**config.mk**
```make
export PLATFORM = sky130hd
export DESIGN_NAME = exec_sequencer
export DESIGN_NICKNAME = d
export VERILOG_FILES = /design/src/rtl/exec_sequencer.sv
export SDC_FILE = /design/constraint.sdc
export NUM_CORES = 1
export LEC_CHECK = 0
export CELL_PAD_IN_SITES_DETAIL_PLACEMENT = 1
export CELL_PAD_IN_SITES_GLOBAL_PLACEMENT = 2
export CORE_MARGIN = 2
export CORE_UTILIZATION = 22
export CTS_BUF_LIST = sky130_fd_sc_hd__clkbuf_4
export CTS_CLUSTER_DIAMETER = 100
export DETAILED_ROUTE_END_ITERATION = 7
export PLACE_DENSITY_LB_ADDON = 0.1
export SYNTH_ARGS = -nofsm -noshare
export SYNTH_HDL_FRONTEND = slang
export SYNTH_SLANG_ARGS = --single-unit
```
**constraint.sdc**
```tcl
create_clock -name clk -period 1.3 [get_ports clk]
set_input_delay 0.39 -clock clk [delete_from_list [all_inputs] [get_ports clk]]
set_output_delay 0.39 -clock clk [all_outputs]
set_load 0.02 [all_outputs]
```
**src/rtl/exec_sequencer.sv**
```systemverilog
// Run-control sequencer: turns button pulses into load/exec/pc strobes for the MIPS board.
// Optional retired-instruction counter is built only when EXEC_SEQ_ICOUNT_EN is defined.
module exec_sequencer #(
  parameter int RUN_GAP = 4,
  parameter int CNT_W   = 16
) (
  input  logic             clk,
  input  logic             reset,
  input  logic             req_fpga,
  input  logic             req_step,
  input  logic             req_run,
  input  logic             halt,
  output logic             load_fpga,
  output logic             load_imem,
  output logic             exec_en,
  output logic             pc_inc,
  output logic             busy,
  output logic             running,
  output logic             halted,
  output logic [CNT_W-1:0] icount
);

  localparam int GAP_W = (RUN_GAP > 1) ? $clog2(RUN_GAP) : 1;

  typedef enum logic [2:0] {
    S_IDLE,
    S_LOADF,
    S_LOADI,
    S_EXECF,
    S_EXECI,
    S_GAP,
    S_HALTED
  } state_t;

  state_t           r_state;
  state_t           w_next;
  logic [GAP_W-1:0] r_gap_cnt;
  logic             r_running;
  logic             w_set_run;
  logic             w_clr_run;

  // NOTE: sequential state uses non-blocking assignments so every register samples pre-edge values.
  always_ff @(posedge clk or posedge reset) begin
    if (reset) begin
      r_state   <= S_IDLE;
      r_gap_cnt <= '0;
      r_running <= 1'b0;
    end else begin
      r_state <= w_next;
      // The gap counter is loaded as GAP is entered so it reads RUN_GAP-1 in the first gap cycle.
      if (w_next == S_GAP && r_state != S_GAP) begin
        r_gap_cnt <= GAP_W'(RUN_GAP - 1);
      end else if (r_state == S_GAP) begin
        r_gap_cnt <= r_gap_cnt - 1'b1;
      end
      if (w_clr_run) begin
        r_running <= 1'b0;
      end else if (w_set_run) begin
        r_running <= 1'b1;
      end
    end
  end

  // NOTE: every signal written here gets a default first so no latch is inferred.
  always_comb begin
    w_next    = r_state;
    w_set_run = 1'b0;
    w_clr_run = 1'b0;
    case (r_state)
      S_IDLE: begin
        if (halt) begin
          w_next    = S_HALTED;
          w_clr_run = 1'b1;
        end else if (req_fpga) begin
          w_next = S_LOADF;
        end else if (req_step) begin
          w_next = S_LOADI;
        end else if (req_run) begin
          w_next    = S_LOADI;
          w_set_run = 1'b1;
        end
      end
      S_LOADF: begin
        if (halt) begin
          w_next    = S_HALTED;
          w_clr_run = 1'b1;
        end else begin
          w_next = S_EXECF;
        end
      end
      S_LOADI: begin
        if (halt) begin
          w_next    = S_HALTED;
          w_clr_run = 1'b1;
        end else begin
          w_next = S_EXECI;
        end
      end
      S_EXECF: w_next = S_IDLE;
      S_EXECI: w_next = r_running ? S_GAP : S_IDLE;
      S_GAP: begin
        // halt outranks a stop request, which outranks the end of the gap.
        if (halt) begin
          w_next    = S_HALTED;
          w_clr_run = 1'b1;
        end else if (req_run) begin
          w_next    = S_IDLE;
          w_clr_run = 1'b1;
        end else if (r_gap_cnt == '0) begin
          w_next = S_LOADI;
        end
      end
      S_HALTED: begin
        w_next    = S_HALTED;
        w_clr_run = 1'b1;
      end
      default: w_next = S_IDLE;
    endcase
  end

  assign load_fpga = (r_state == S_LOADF);
  assign load_imem = (r_state == S_LOADI);
  assign exec_en   = (r_state == S_EXECF) || (r_state == S_EXECI);
  assign pc_inc    = (r_state == S_EXECI);
  assign busy      = (r_state != S_IDLE) && (r_state != S_HALTED);
  assign halted    = (r_state == S_HALTED);
  assign running   = r_running;

`ifdef EXEC_SEQ_ICOUNT_EN
  logic [CNT_W-1:0] r_icount;

  always_ff @(posedge clk or posedge reset) begin
    if (reset) begin
      r_icount <= '0;
    end else if (exec_en) begin
      r_icount <= r_icount + CNT_W'(1);
    end
  end

  assign icount = r_icount;
`else
  assign icount = '0;
`endif

endmodule

```
==> impl_results.html, run 1 <==
<h2>Synthesis and place &amp; route</h2>
<table>
<tr><th>Metric</th><th>Value</th></tr>
<tr><th colspan="2">Critical path</th></tr>
<tr><td>Crit path from</td><td>r_state[2]$_DFF_PP0_</td></tr>
<tr><td>CP peak stage delay</td><td>0.44 ns</td></tr>
<tr><td>Data required time at the worst endpoint</td><td>0.91 ns</td></tr>
<tr><td>Logic depth of the worst path, buffers included</td><td>3</td></tr>
<tr><td>Capturing element of the worst setup path</td><td>busy</td></tr>
<tr><th colspan="2">Power</th></tr>
<tr><td>Static leakage</td><td>0.390 nW</td></tr>
<tr><td>Power per cell area</td><td>2340 mW/mm2</td></tr>
<tr><th colspan="2">Logic synthesis</th></tr>
<tr><td>Comb area leader</td><td>buffers and inverters</td></tr>
<tr><td>Portion of the post-synthesis area used by sequential elements</td><td>26.1%</td></tr>
<tr><td>Top cell type by total area after synthesis</td><td>sky130_fd_sc_hd__dfrtp_1</td></tr>
<tr><td>Number of different library cells in the post-synthesis netlist</td><td>30</td></tr>
<tr><td>Synthesized-area fraction occupied by adder cells</td><td>2.18%</td></tr>
<tr><td>YS chip area</td><td>574 um2</td></tr>
<tr><td>Biggest area contributors in the synthesized netlist</td><td>sky130_fd_sc_hd__dfrtp_1 (26%), sky130_fd_sc_hd__buf_4 (22%), sky130_fd_sc_hd__o21a_1 (3.9%)</td></tr>
<tr><td>Synth flops</td><td>6</td></tr>
<tr><td>Number of flops mapped to enable cells by yosys</td><td>0</td></tr>
<tr><th colspan="2">Clocking</th></tr>
<tr><td>Cell chosen for the clock root</td><td>sky130_fd_sc_hd__clkbuf_4</td></tr>
<tr><td>TritonCTS clock tree</td><td>built</td></tr>
<tr><td>Maximum buffer depth of the clock tree</td><td>2</td></tr>
<tr><td>Number of buffers added for setup after CTS</td><td>1</td></tr>
<tr><th colspan="2">Routing</th></tr>
<tr><td>Pre-Repair DR Iteration Count</td><td>4</td></tr>
<tr><td>Number of remaining DRC errors</td><td>0</td></tr>
<tr><td>Antenna violation net count after detailed routing</td><td>0</td></tr>
<tr><th colspan="2">Timing</th></tr>
<tr><td>Final critical-path share of the clock period</td><td>124%</td></tr>
<tr><td>Worst Slack Setup Final</td><td>-0.315 ns</td></tr>
<tr><td>Final setup fails</td><td>6</td></tr>
<tr><th colspan="2">Run status</th></tr>
<tr><td>Violations in the final reports</td><td>negative setup slack</td></tr>
<tr><td>Result of the run</td><td>finished with violations</td></tr>
<tr><th colspan="2">Finish</th></tr>
<tr><td>Layout cell share with drive strength beyond 1</td><td>38.0%</td></tr>
<tr><td>Final #Nets</td><td>101</td></tr>
<tr><td>Commonest non-fill, non-tap cells in the layout</td><td>sky130_fd_sc_hd__conb_1 (16), sky130_fd_sc_hd__buf_4 (13), sky130_fd_sc_hd__buf_6 (5), sky130_fd_sc_hd__dfrtp_1 (5)</td></tr>
<tr><td>Final core utilization</td><td>32.3%</td></tr>
<tr><td>Area occupied by multi-input gates</td><td>363 um2</td></tr>
<tr><th colspan="2">Die</th></tr>
<tr><td>Die W</td><td>55.1 um</td></tr>
<tr><td>Total I/O pin count</td><td>29</td></tr>
<tr><td>Floorplan core area</td><td>0.00248 mm2</td></tr>
<tr><td>Vertical die dimension</td><td>55.1 um</td></tr>
<tr><th colspan="2">Place</th></tr>
<tr><td>Placed cell count</td><td>117</td></tr>
<tr><td>Placed Area</td><td>729 um2</td></tr>
<tr><th colspan="2">Job</th></tr>
<tr><td>Tally of OpenROAD warnings</td><td>29</td></tr>
</table>
[run 1: stage by stage]
| step | setup slack, ns | power [W] |
|---|---|---|
| 6_report | -0.315 | 0.00187 |
| 5_1_grt | -0.381 | 0.00204 |
| 4_1_cts | -0.325 | 0.00177 |
| 3_5_place_dp | -0.430 | 0.00151 |
| 3_3_place_gp | -0.421 | 0.00151 |
| 2_1_floorplan | -0.0472 | 0.00107 |
[run 1: synth_stat cells, drive strengths merged (2+ instances only)]
master  count
nand4       2
nor2        4
buf        19
nor3        3
a21oi       5
o21a        3
o21ai       4
dfrtp       6
or2         2
inv         4
a21o        2
[run 1: sequential cells by signal (all words and copies together), names as in the netlist]
signal	cells
r_state	3
r_gap_cnt	2
running	1
[run 1: layout make-up]
class / instances / area share [%]
sequential: 6 / 18.9
multi-input combinational: 55 / 45.4
tap: 30 / 4.69
timing repair buffer: 24 / 26.3
inverter: 4 / 1.88
clock buffer: 3 / 2.82
[run 1: per-layer routing]
metal  vias up  part of all wire [%]  GRT usage (%)
li1        257                     -              -
met1       249                    42           13.7
met2        18                    49           15.3
met3         3                   6.5           3.76
met4         0                   1.6           6.50
met5         -                     0              0
[run 1: how the worst min path moves through the flow]
stage | endpoint | start
after floorplan | r_gap_cnt[0]$_DFFE_PP0P_ | reset
after global placement | r_gap_cnt[1]$_DFFE_PP0P_ | r_gap_cnt[1]$_DFFE_PP0P_
after detailed placement | r_gap_cnt[1]$_DFFE_PP0P_ | r_gap_cnt[1]$_DFFE_PP0P_
after CTS | r_gap_cnt[1]$_DFFE_PP0P_ | reset
after global routing | r_gap_cnt[0]$_DFFE_PP0P_ | reset
final | r_gap_cnt[1]$_DFFE_PP0P_ | reset
[run 1: power breakdown]
part	internal [W]	switching, W
Sequential	0.000269	0.0000737
Clock	0.000105	0.0000804
Combinational	0.000665	0.000677
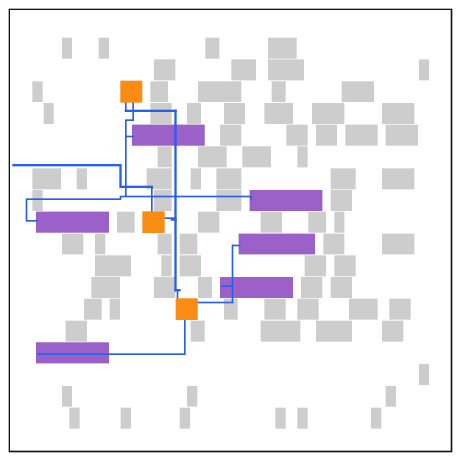
Figure 1: run 1, clock network drawn from the DEF.
Scale: 8 px per um.
Key: orange = clock-net drivers [count 3]; blue = clock wires [length 145 um]; purple = flip-flops [count 6]
There are 4 routed clock nets.

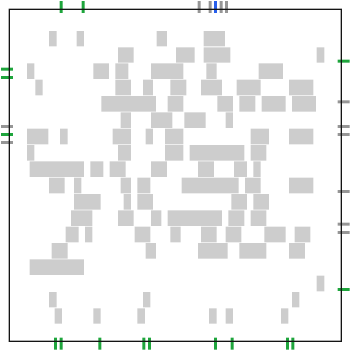
Figure 2: run 1, ports around the boundary.
Scale: 6 px per um. Pins as bars across the die edge, other pins in gray.
Key: blue = req_step [pins 1, direction input, edge north]; green = icount [pins 16, direction output, edge 9 south, 3 west, 2 north, 2 east]
All pins by edge: 9 south, 8 east, 7 north, 5 west.

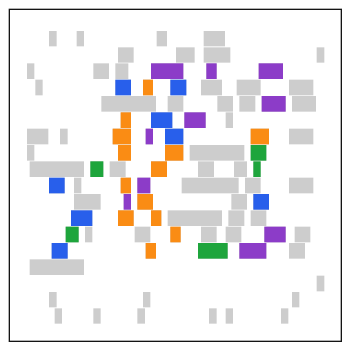
Figure 3: run 1, logic cells by family.
Scale: 6 px per um.
Key: blue = non-inverting ao/oa cells [cells 8]; green = nand cells [cells 5]; orange = aoi and oai cells [cells 13, where center]; purple = nor cells [cells 10]
most common logic cell in the routed design: sky130_fd_sc_hd__conb_1
share of cell area taken by multi-input logic gates: 45.4%
final standard cell count with taps included and fillers excluded: 122

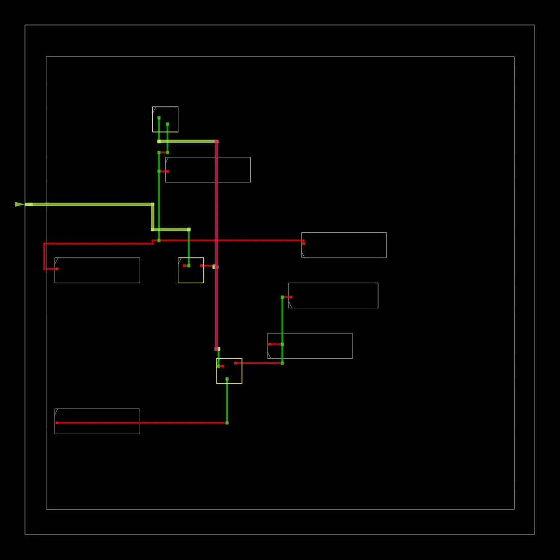
Figure 4: run 1, clock routing.
number of CTS-inserted buffers: 3
number of flip-flops and latches: 6
power drawn by the clock network: 0.000186 W

==> run 1 -> run 2 <==
--- a/config.mk
+++ b/config.mk
@@ -12,7 +12,9 @@
 export CTS_BUF_LIST = sky130_fd_sc_hd__clkbuf_4
 export CTS_CLUSTER_DIAMETER = 100
 export DETAILED_ROUTE_END_ITERATION = 7
+export HOLD_SLACK_MARGIN = 0.02
 export PLACE_DENSITY_LB_ADDON = 0.1
+export SETUP_SLACK_MARGIN = 0.02
 export SYNTH_ARGS = -nofsm -noshare
 export SYNTH_HDL_FRONTEND = slang
 export SYNTH_SLANG_ARGS = --single-unit
==> run 2 against run 1 <==
  * The run still ends with negative setup slack left
  * Cell area up 4.9%
  * Non-clock buffer count up 2
  * Synthesized area unchanged
  * Via count down 1.5%
  * Routed wire length up 2.2%
  * Largest cell class unchanged
  * Largest power group unchanged
==> impl_results.html, run 2 <==
<h2>Synthesis and place &amp; route</h2>
<table>
<tr><th>Metric</th><th>Value</th></tr>
<tr><th colspan="2">Clocking</th></tr>
<tr><td>Number of CTS-inserted buffers</td><td>3</td></tr>
<tr><td>TritonCTS clock tree</td><td>built</td></tr>
<tr><th colspan="2">Finish</th></tr>
<tr><td>Final core utilization</td><td>33.8%</td></tr>
<tr><td>Max FFs per register</td><td>3</td></tr>
<tr><td>Final #Nets</td><td>103</td></tr>
<tr><td>Register with the highest flop count</td><td>r_state</td></tr>
<tr><th colspan="2">Logic synthesis</th></tr>
<tr><td>Synth flops</td><td>6</td></tr>
<tr><td>Number of different library cells in the post-synthesis netlist</td><td>30</td></tr>
<tr><td>Top cell type by total area after synthesis</td><td>sky130_fd_sc_hd__dfrtp_1</td></tr>
<tr><td>Number of flops mapped to enable cells by yosys</td><td>0</td></tr>
<tr><td>Biggest area contributors in the synthesized netlist</td><td>sky130_fd_sc_hd__dfrtp_1 (26%), sky130_fd_sc_hd__buf_4 (22%), sky130_fd_sc_hd__o21a_1 (3.9%)</td></tr>
<tr><th colspan="2">Critical path</th></tr>
<tr><td>Data required time at the worst endpoint</td><td>0.91 ns</td></tr>
<tr><th colspan="2">Power</th></tr>
<tr><td>Static leakage</td><td>0.401 nW</td></tr>
<tr><td>Net switching power figure</td><td>0.000861 W</td></tr>
<tr><td>Combinational fraction of design power</td><td>73.2%</td></tr>
<tr><td>Power drawn by the clock network</td><td>0.000178 W</td></tr>
<tr><th colspan="2">Place</th></tr>
<tr><td>Placed cell count</td><td>118</td></tr>
<tr><th colspan="2">Run status</th></tr>
<tr><td>Violations in the final reports</td><td>negative setup slack</td></tr>
<tr><td>Result of the run</td><td>finished with violations</td></tr>
<tr><th colspan="2">Routing</th></tr>
<tr><td>Antenna violation net count after detailed routing</td><td>0</td></tr>
<tr><td>Number of remaining DRC errors</td><td>0</td></tr>
<tr><th colspan="2">Timing</th></tr>
<tr><td>Final critical-path share of the clock period</td><td>123%</td></tr>
<tr><td>Final setup fails</td><td>6</td></tr>
<tr><td>Worst Slack Setup Final</td><td>-0.300 ns</td></tr>
<tr><th colspan="2">Job</th></tr>
<tr><td>Tally of OpenROAD warnings</td><td>29</td></tr>
<tr><th colspan="2">Die</th></tr>
<tr><td>Floorplan core area</td><td>0.00248 mm2</td></tr>
</table>
[run 2: routing by layer]
metal | GRT usage (%) | share of wire (%) | vias up
li1 | - | - | 260
met1 | 12.5 | 45 | 246
met2 | 17.5 | 51 | 13
met3 | 1.61 | 4.3 | 0
met4 | 6.10 | 0 | 0
met5 | 0 | 0 | -
[run 2: worst max-delay path by stage]
stage                                     from  cells past startpoint  slack, ns       to
after floorplan           r_state[1]$_DFF_PP0_                      3      -0.04     busy
after global placement    r_state[0]$_DFF_PP0_                      3      -0.46  exec_en
after detailed placement  r_state[0]$_DFF_PP0_                      3      -0.47  exec_en
after CTS                 r_state[2]$_DFF_PP0_                      3      -0.31     busy
after global routing      r_state[2]$_DFF_PP0_                      3      -0.34     busy
final                     r_state[2]$_DFF_PP0_                      3      -0.30     busy
[run 2: logic make-up (layout without fill, tap and decap cells)]
group	count (synthesis)	in the layout	share of synthesized area [%]
buffers and inverters	23	33	27.7
AOI/OAI and AO/OA	21	21	25.7
and+or+nand+nor	17	17	17.6
DFF	6	6	26.1
adders and majority gates	1	1	2.18
other	1	16	0.653
[run 2: cell type report]
class | instances | area (um2) | area share, %
multi-input cells | 55 | 387 | 46.1
repair buffers | 26 | 225 | 26.9
flip-flops and latches | 6 | 151 | 18.1
well taps | 30 | 37.5 | 4.48
clock buffers | 3 | 22.5 | 2.69
inverters | 4 | 15.0 | 1.79
[run 2: what timing repair did]
| action | 4_1_cts | 5_1_grt |
|---|---|---|
| gates cloned | 0 | 0 |
| pin swaps | 1 | 2 |
| buffers inserted | 3 | 0 |
| setup endpoints to repair | 10 | 8 |
| gates resized | 47 | 5 |
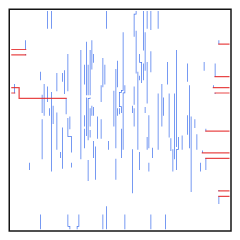
Figure 5: run 2, routed metal, one color a layer.
Scale: 4 px per um. Only two layers are drawn.
Key: red = M3 [wire length 60.5 um]; blue = M2 [wire length 719 um]
final routed wirelength across all metal layers: 1410 um
routed length per instance: 11.4 um
vias: 519

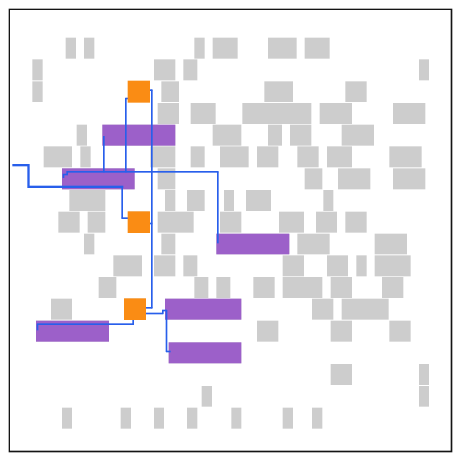
Figure 6: run 2, clock network drawn from the DEF.
Scale: 8 px per um.
Key: blue = clock wires [length 121 um]; purple = flip-flops [count 6]; orange = clock-net drivers [count 3]
There are 4 routed clock nets.

Power is estimated from default activity; no workload was simulated.
